==> src/rtl/cpu_pkg.sv <==
// Shared CPU fetch types: default bus widths, halt encoding and the buffered fetch entry.
package cpu_pkg;
    localparam int CPU_ADDR_W = 11;
    localparam int CPU_DATA_W = 16;
    localparam logic [CPU_DATA_W-1:0] HALT_OPCODE = 16'h00FF;

    typedef struct packed {
        logic [CPU_DATA_W-1:0] data;
        logic [CPU_ADDR_W-1:0] pc;
    } fetch_entry_t;
endpackage

==> src/rtl/prom_fetch_if.sv <==
// pROM read port, jump redirect and instruction handshake of the fetch front-end.
interface prom_fetch_if #(
    parameter int ADDR_W = cpu_pkg::CPU_ADDR_W,
    parameter int DATA_W = cpu_pkg::CPU_DATA_W
);
    logic [ADDR_W-1:0] prom_ad;
    logic              prom_ce;
    logic              prom_oce;
    logic [DATA_W-1:0] prom_dout;
    logic              jump_valid;
    logic [ADDR_W-1:0] jump_addr;
    logic              instr_valid;
    logic [DATA_W-1:0] instr_data;
    logic [ADDR_W-1:0] instr_pc;
    logic              instr_ready;
    logic              halted;

    modport master (
        output prom_ad, prom_ce, prom_oce, instr_valid, instr_data, instr_pc, halted,
        input  prom_dout, jump_valid, jump_addr, instr_ready
    );

    modport slave (
        input  prom_ad, prom_ce, prom_oce, instr_valid, instr_data, instr_pc, halted,
        output prom_dout, jump_valid, jump_addr, instr_ready
    );
endinterface

==> src/rtl/fetch_fifo2.sv <==
// 2-entry registered FIFO of {data, pc}; head is always entry 0, so the output is a plain register.
// Latency: push visible at the head the next cycle. Backpressure: caller must not push when full.
module fetch_fifo2
    import cpu_pkg::*;
(
    input  logic         clk,
    input  logic         rst_n,
    input  logic         push_i,
    input  fetch_entry_t push_dat_i,
    input  logic         pop_i,
    input  logic         flush_i,
    output fetch_entry_t head_dat_o,
    output logic [1:0]   count_o
);
    fetch_entry_t e0_q, e0_d, e1_q, e1_d;
    logic [1:0]   cnt_q, cnt_d;

    always_comb begin
        e0_d  = e0_q;
        e1_d  = e1_q;
        cnt_d = cnt_q;
        if (flush_i) begin
            cnt_d = 2'd0;
        end else begin
            case ({push_i, pop_i})
                2'b10: begin
                    if (cnt_q == 2'd0) e0_d = push_dat_i;
                    else               e1_d = push_dat_i;
                    cnt_d = cnt_q + 2'd1;
                end
                2'b01: begin
                    if (cnt_q == 2'd2) e0_d = e1_q;
                    cnt_d = cnt_q - 2'd1;
                end
                2'b11: begin
                    if (cnt_q == 2'd2) begin
                        e0_d = e1_q;
                        e1_d = push_dat_i;
                    end else begin
                        e0_d = push_dat_i;
                    end
                end
                default: ;
            endcase
        end
    end

    always_ff @(posedge clk or negedge rst_n) begin
        if (!rst_n) begin
            e0_q  <= '0;
            e1_q  <= '0;
            cnt_q <= 2'd0;
        end else begin
            e0_q  <= e0_d;
            e1_q  <= e1_d;
            cnt_q <= cnt_d;
        end
    end

    assign head_dat_o = e0_q;
    assign count_o    = cnt_q;
endmodule

==> src/rtl/prom_fetch.sv <==
// Instruction fetch front-end for the pROM; optional halt-on-opcode stop under FETCH_HALT_EN.
// Latency: prom_ce at N -> instr_valid at N+2; jump at J -> target valid at J+3.
// Backpressure: issue only while buffered + in-flight stays below 2, so instr_ready low stalls prom_ce.
module prom_fetch #(
    parameter int                 ADDR_W      = cpu_pkg::CPU_ADDR_W,
    parameter int                 DATA_W      = cpu_pkg::CPU_DATA_W,
    parameter logic [ADDR_W-1:0]  RESET_PC    = '0,
    parameter logic [DATA_W-1:0]  HALT_OPCODE = cpu_pkg::HALT_OPCODE
) (
    input  logic          clk,
    input  logic          rst_n,
    prom_fetch_if.master  bus
);
    import cpu_pkg::*;

    logic [ADDR_W-1:0] fpc_q, fpc_d;
    logic [ADDR_W-1:0] inflight_pc_q, inflight_pc_d;
    logic              inflight_q, inflight_d;
    logic              kill_q, kill_d;
    logic              halted_q, halted_d;

    logic [1:0]        count;
    fetch_entry_t      head, push_ent;
    logic              pop, push, flush, issue, halt_hit;
    logic [2:0]        occ;

    assign pop = (count != 2'd0) && bus.instr_ready;

`ifdef FETCH_HALT_EN
    assign halt_hit = pop && (head.data == HALT_OPCODE);
`else
    assign halt_hit = 1'b0;
`endif

    assign occ   = {1'b0, count} + {2'b00, inflight_q} - {2'b00, pop};
    // rst_n gates issue so prom_ce is low for the whole reset interval
    assign issue = rst_n && !halted_q && !halt_hit && !bus.jump_valid && (occ < 3'd2);
    assign flush = bus.jump_valid || halt_hit;
    assign push  = inflight_q && !kill_q && !flush;

    assign push_ent.data = bus.prom_dout;
    assign push_ent.pc   = inflight_pc_q;

    always_comb begin
        fpc_d         = fpc_q;
        inflight_d    = issue;
        inflight_pc_d = inflight_pc_q;
        kill_d        = 1'b0;
        halted_d      = halted_q;
        if (issue) begin
            fpc_d         = fpc_q + 1'b1;
            inflight_pc_d = fpc_q;
        end
        if (bus.jump_valid) begin
            fpc_d    = bus.jump_addr;
            kill_d   = inflight_q;
            halted_d = 1'b0;
        end else if (halt_hit) begin
            kill_d   = inflight_q;
            halted_d = 1'b1;
        end
    end

    always_ff @(posedge clk or negedge rst_n) begin
        if (!rst_n) begin
            fpc_q         <= RESET_PC;
            inflight_pc_q <= '0;
            inflight_q    <= 1'b0;
            kill_q        <= 1'b0;
            halted_q      <= 1'b0;
        end else begin
            fpc_q         <= fpc_d;
            inflight_pc_q <= inflight_pc_d;
            inflight_q    <= inflight_d;
            kill_q        <= kill_d;
            halted_q      <= halted_d;
        end
    end

    fetch_fifo2 u_fifo (
        .clk        (clk),
        .rst_n      (rst_n),
        .push_i     (push),
        .push_dat_i (push_ent),
        .pop_i      (pop),
        .flush_i    (flush),
        .head_dat_o (head),
        .count_o    (count)
    );

    assign bus.prom_ad     = fpc_q;
    assign bus.prom_ce     = issue;
    assign bus.prom_oce    = 1'b1;
    assign bus.instr_valid = (count != 2'd0);
    assign bus.instr_data  = head.data;
    assign bus.instr_pc    = head.pc;
    assign bus.halted      = halted_q;
endmodule

==> src/flat_wrapper.sv <==
// flat-port wrapper written by rule: the top's interface ports become plain ports
module prom_fetch_flat import cpu_pkg::*;
#(
    parameter int                 ADDR_W      = cpu_pkg::CPU_ADDR_W,
    parameter int                 DATA_W      = cpu_pkg::CPU_DATA_W,
    parameter logic [ADDR_W-1:0]  RESET_PC    = '0,
    parameter logic [DATA_W-1:0]  HALT_OPCODE = cpu_pkg::HALT_OPCODE
)
  (clk, rst_n, bus_prom_ad, bus_prom_ce, bus_prom_oce, bus_instr_valid, bus_instr_data, bus_instr_pc, bus_halted, bus_prom_dout, bus_jump_valid, bus_jump_addr, bus_instr_ready);
  prom_fetch_if #(.ADDR_W(ADDR_W), .DATA_W(DATA_W)) bus_i ();
  input  logic clk;
  input  logic rst_n;
  output wire logic [$bits(bus_i.prom_ad)-1:0] bus_prom_ad;
  output wire logic [$bits(bus_i.prom_ce)-1:0] bus_prom_ce;
  output wire logic [$bits(bus_i.prom_oce)-1:0] bus_prom_oce;
  output wire logic [$bits(bus_i.instr_valid)-1:0] bus_instr_valid;
  output wire logic [$bits(bus_i.instr_data)-1:0] bus_instr_data;
  output wire logic [$bits(bus_i.instr_pc)-1:0] bus_instr_pc;
  output wire logic [$bits(bus_i.halted)-1:0] bus_halted;
  input wire logic [$bits(bus_i.prom_dout)-1:0] bus_prom_dout;
  input wire logic [$bits(bus_i.jump_valid)-1:0] bus_jump_valid;
  input wire logic [$bits(bus_i.jump_addr)-1:0] bus_jump_addr;
  input wire logic [$bits(bus_i.instr_ready)-1:0] bus_instr_ready;
  assign bus_prom_ad = bus_i.prom_ad;
  assign bus_prom_ce = bus_i.prom_ce;
  assign bus_prom_oce = bus_i.prom_oce;
  assign bus_instr_valid = bus_i.instr_valid;
  assign bus_instr_data = bus_i.instr_data;
  assign bus_instr_pc = bus_i.instr_pc;
  assign bus_halted = bus_i.halted;
  assign bus_i.prom_dout = bus_prom_dout;
  assign bus_i.jump_valid = bus_jump_valid;
  assign bus_i.jump_addr = bus_jump_addr;
  assign bus_i.instr_ready = bus_instr_ready;
  prom_fetch #(.ADDR_W(ADDR_W), .DATA_W(DATA_W), .RESET_PC(RESET_PC), .HALT_OPCODE(HALT_OPCODE)) u_core (.clk(clk), .rst_n(rst_n), .bus(bus_i));
endmodule
==> config.mk <==
export PLATFORM = sky130hd
export DESIGN_NAME = prom_fetch_flat
export DESIGN_NICKNAME = d
export VERILOG_FILES = /design/src/rtl/cpu_pkg.sv /design/src/rtl/prom_fetch_if.sv /design/src/rtl/fetch_fifo2.sv /design/src/rtl/prom_fetch.sv /design/src/flat_wrapper.sv
export SDC_FILE = /design/constraint.sdc
export NUM_CORES = 1
export LEC_CHECK = 0
export ABC_AREA = 1
export CORE_MARGIN = 2
export CORE_UTILIZATION = 50
export DETAILED_ROUTE_END_ITERATION = 8
export GPL_TIMING_DRIVEN = 0
export PLACE_DENSITY = 0.85
export SLEW_MARGIN = 30
export SYNTH_ARGS = -nofsm -noshare
export SYNTH_HDL_FRONTEND = slang
export SYNTH_SLANG_ARGS = --single-unit
==> constraint.sdc <==
create_clock -name clk -period 4.31 [get_ports clk]
set_input_delay 0.862 -clock clk [delete_from_list [all_inputs] [get_ports clk]]
set_output_delay 0.862 -clock clk [all_outputs]
set_load 0.01 [all_outputs]
wire_density.png
The die is cut into 19 by 19 equal tiles; black is low, pale yellow is high, scaled to the fullest tile. Values are wire area over tile area, all layers added.
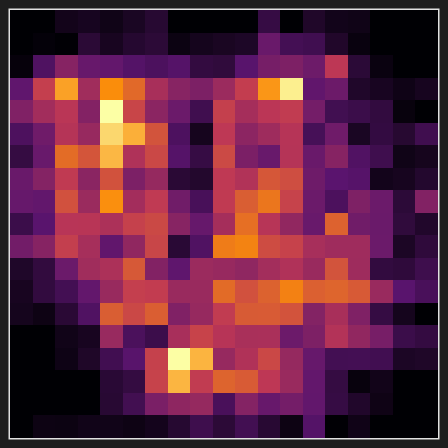
fullest tile	0.62
tiles over half the peak	19%
mean over tiles	0.18
nearly empty tiles	12%

cell_classes.png
Bar = 20 µm. Fill, decap, tap and diode cells in grey.
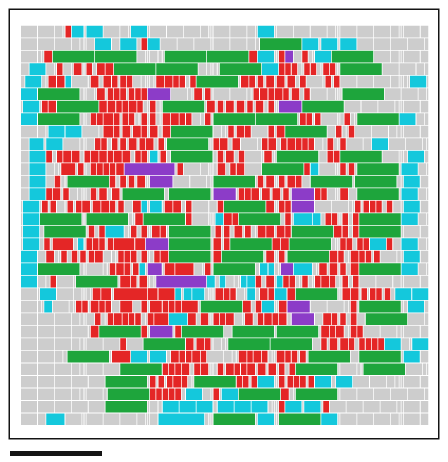
class	colour	cells
clock drivers and dummy loads	purple	15
other buffers and delay cells	cyan	99
all other logic	red	417
flip-flops	green	80

met1.png
Supply wires on this layer in grey.
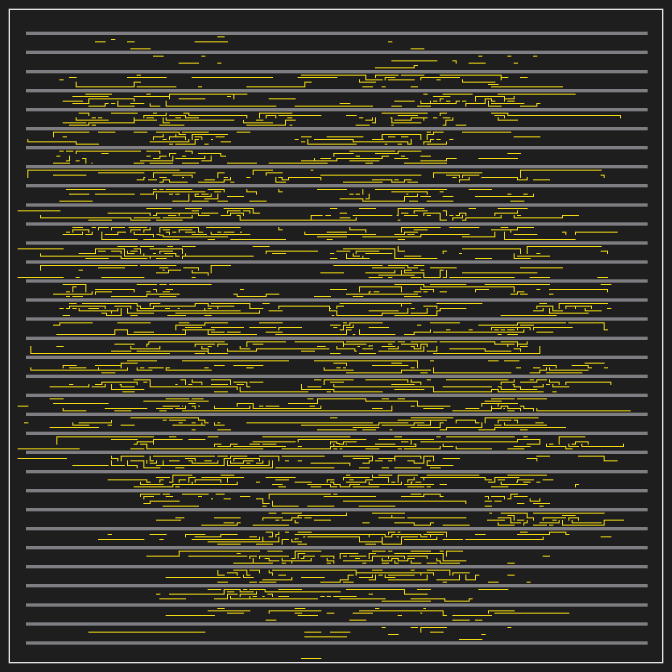
longest straight run	29.9 µm
wire length on this layer	4240 µm
share of all routed wire	44%
nets with wire on the layer	563
main direction	horizontal

final_placement.png
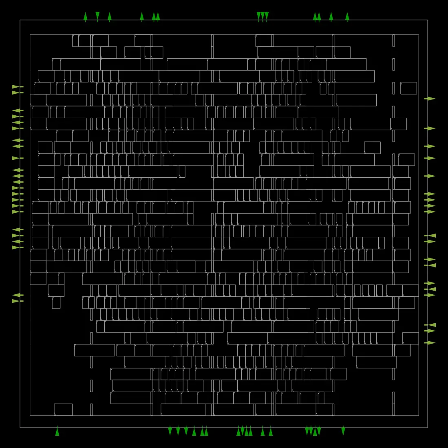
# Taps: 102
final core occ: 65.6%
FILL cells: 640

==> GITHUB_STEP_SUMMARY <==
## Synthesis and layout report

| Metric | Value |
|---|---|
| Seq share, synth | `roughly half` |
| Top-count cell post-synth | `nand2_1` |
| WP data arrival | `about 3.2 ns` |
| Leading area contributor after synthesis | `dfrtp_1` |
| Layout area overhead | `27.6%` |
| Type of origin of the critical path | `input pin` |
| Leakage | `2.58 nW` |
| P_int | `1.63 mW` |
| FP Core Util | `51.4%` |
| Crit-path cells | `clkbuf_2 > inv_1 > nor2_4 > buf_6 > ha_1 > or2_2 > fa_1 > nand2_1 > nor2_1 > nand2_2 > inv_2 > buf_6 > dlygate4sd2_1` |
| Combinational share of power | `about 29%` |
| Switching part of the total | `between 30% and 40%` |
| Final Setup Violations | `0` |
| Congestion Overflow GR | `0` |
| Placer's final routability congestion estimate | `0.862` |
| CTS max path bufs | `2` |
| Mapped Nets | `around 560` |
| Diodes inserted | `0` |
| Vias in the first global route | `3538` |
| Die H | `93.1 µm` |
| Post-DR vias/cell | `5.21` |
| CTS Root Cell | `clkbuf_8` |
| FP Rows | `32` |
| Drt drc | `0` |
| Worst slew pin tran | `approximately 0.51 ns` |
| Yosys warning total | `0` |
| Status | `finished clean` |
| Most frequent CP cell | `buf_6` |
| Antenna viol nets, final | `0` |
| RSZ-0062 raised after global routing | `no` |
| Top-area cell type share of the netlist area | `50.4%` |
| Ys flops | `about 80` |
| Number of DRC markers in iteration 0 | `~290` |
| Io pins | `roughly 73` |
| WP data required | `about 3.5 ns` |
| Cell area leaders | `dfrtp_1 50%, nand2_1 19%, nand3_1 11%, o21ai_0 5.3%, inv_1 4.7%` |
| WP buf/inv | `6` |
| Crit end category | `primary output` |
| Placement Cell Area | `4830 µm²` |
| Die area | `8670 µm²` |
| DR vias | `approximately 3.7k` |
| Final-stage net count | `between 600 and 700` |
| # Cells Yosys | `between 500 and 600` |
| Initial antenna violation count | `0` |
| First-pass GRT wire length | `between 15000 and 20000 µm` |
| Busiest grt layer | `met2` |
| Asr flop ratio synth | `100%` |
| Number of port buffers | `roughly 70` |
| Synth Area per Inst | `around 7.6 µm²` |
| Placeable Area | `slightly below 8000 µm²` |
| Met2 GRT Util | `38.8%` |
| Sequential group share of total power | `between 40% and 50%` |
| Total clock buffers created by CTS | `9` |
| M3 GR Usage | `between 3 and 4%` |
| CTS tree | `done` |
| Top FF cell, synth | `dfrtp_1` |
| Largest net degree at the start of global routing | `approximately 55` |
| Clk_lat worst skew | `roughly 0.35 ns` |
| Synth top cells by count | `196 x nand2_1, 87 x nand3_1, 80 x dfrtp_1` |
| Die Width | `~93 µm` |
| CTS sink cnt | `approximately 80` |
| Tightest Hold Check Type | `input pin to asynchronous set/reset pin` |
| Final hold viol count | `0` |
| Yosys stat chip area | `a little under 4000 µm²` |
| Mapped cell area | `just under 4000 µm²` |
| Number of enable flip-flop cells | `0` |
| OpenROAD warning count | `26` |
| WS Path Type | `input pin to primary output` |
| CTS HTree Levels | `3` |
| Fmax achieved | `approximately 0.25 GHz` |
| Pwr per Cell Area | `~460 nW/µm²` |
| Slowest-stage cell, CP | `fa_1` |
| Drt wl/cell | `~14 µm` |
| Met1 track demand over resource | `31.6%` |
| Dpl hpwl | `6980 µm` |
| Max cap viols | `0` |
| Max FO, Critical Path | `11` |
| GRT Total Usage | `a little under a quarter` |
| Post-layout min period | `4.01 ns` |
| Hold buffer count at cts | `0` |
| Proportion of power drawn by the clock network | `about a quarter` |
| CP top delay family | `buffers and inverters` |
| Iteration tally of the first detailed-router pass | `5` |
| Finished layout cell area | `5070 µm²` |
| Final Cycle Share | `a little over 90%` |
| WL final | `between 9000 and 10000 µm` |
| Worst vdd ir | `0.198 mV` |
| Reported net switching power | `between 0.7 and 0.8 mW` |
| Slew Limit Headroom | `between 60% and 70%` |
| Post-synthesis cell count | `around 520` |
==> state kept, by name, indices dropped and copies added, names as in the netlist <==
signal                    flops
u_core.inflight_pc_q         11
u_core.kill_q                 1
u_core.u_fifo.e1_q           27
u_core.inflight_q             1
u_core.u_fifo.count_o         2
u_core.bus.prom_ad           11
u_core.u_fifo.head_dat_o     27
==> kinds of logic after synthesis <==
| logic type | share of synthesized area [%] |
|---|---|
| other | 0.189 |
| buffers and inverters | 8.86 |
| AND-OR/OR-AND | 6.08 |
| XOR/XNOR | 0.221 |
| flip-flops | 50.4 |
| AND/OR/NAND/NOR | 33.1 |
| adder cells (fa/ha/maj) | 1.13 |
==> cells in the final DEF, fill, tap and decap left out, types with 6 or more instances in the layout <==
cell type and count:
nand3_1 87, nand2_1 196, clkbuf_1 9, o21ai_0 42, clkdlybuf4s50_1 67, buf_4 6, inv_1 49, nor2_1 15
buf_2 9, dfrtp_1 80, clkbuf_8 10
==> power groups by stage <==
stage                     clock network, mW  registers [mW]  logic, mW
final                                 0.608            1.06      0.673
after global routing                  0.655            1.09      0.751
after CTS                             0.613            1.06      0.679
after detailed placement                  0            1.08      0.672
after global placement                    0            1.07      0.649
after floorplan                           0            1.11      0.275
==> cell type report <==
type	count	area (µm²)
Fill cell	640	2660
Sequential cell	80	2000
Multi-Input combinational cell	363	1620
Timing Repair Buffer	73	738
Inverter	54	203
Buffer	26	154
Clock buffer	10	138
Tap cell	102	128
Clock inverter	5	81.3
==> worst register-to-register path: cells and delay by family, from the launching register on <==
kind            cells  cell delay (ns)
compound gates      1             0.08
fa+ha+maj           2             0.75
buf+inv             3             0.49
flops               1             0.46
simple gates        7             0.98
==> metrics by stage <==
stage	std cells	utilization (%)	TNS (ns)	setup WS (ns)	power [mW]
detailed placement	697	62.5	-1.09	-1.09	1.75
finish	713	65.6	0	0.296	2.35
global placement	696	62.1	-48.83	-2.01	1.71
floorplan	524	-	0	0.448	1.38
global route	713	65.6	0	0.129	2.49
CTS	713	65.6	0	0.118	2.35
==> layer usage <==
metal  up-vias  wire, µm
met4         0       177
met1      1719      4240
met2       154      4670
li1       1821         -
met3        21       562
met5         -         0
==> repair_timing <==
item                                    CTS  global route
pin swaps                                 1             0
gates resized                             8             3
buffers inserted                          2             0
endpoints found under the setup margin    1             1
gates cloned                              0             0
==> final timing paths <==
path,startpoint,endpoint,slack [ns],cells after the start
setup / recovery,bus_instr_ready,bus_prom_ce,0.30,13
hold / removal,rst_n,u_core.u_fifo.head_dat_o[14],0.37,1
setup reg to reg,u_core.u_fifo.count_o[1],u_core.inflight_pc_q[5],1.43,13
hold reg to reg,u_core.u_fifo.head_dat_o[20],u_core.u_fifo.head_dat_o[20],0.48,2
max in group asynchronous,rst_n,u_core.bus.prom_ad[0],3.39,2
min in group clk,u_core.u_fifo.head_dat_o[20],u_core.u_fifo.head_dat_o[20],0.48,2
Power figures rest on the tool's default switching activity, not on a simulated workload.
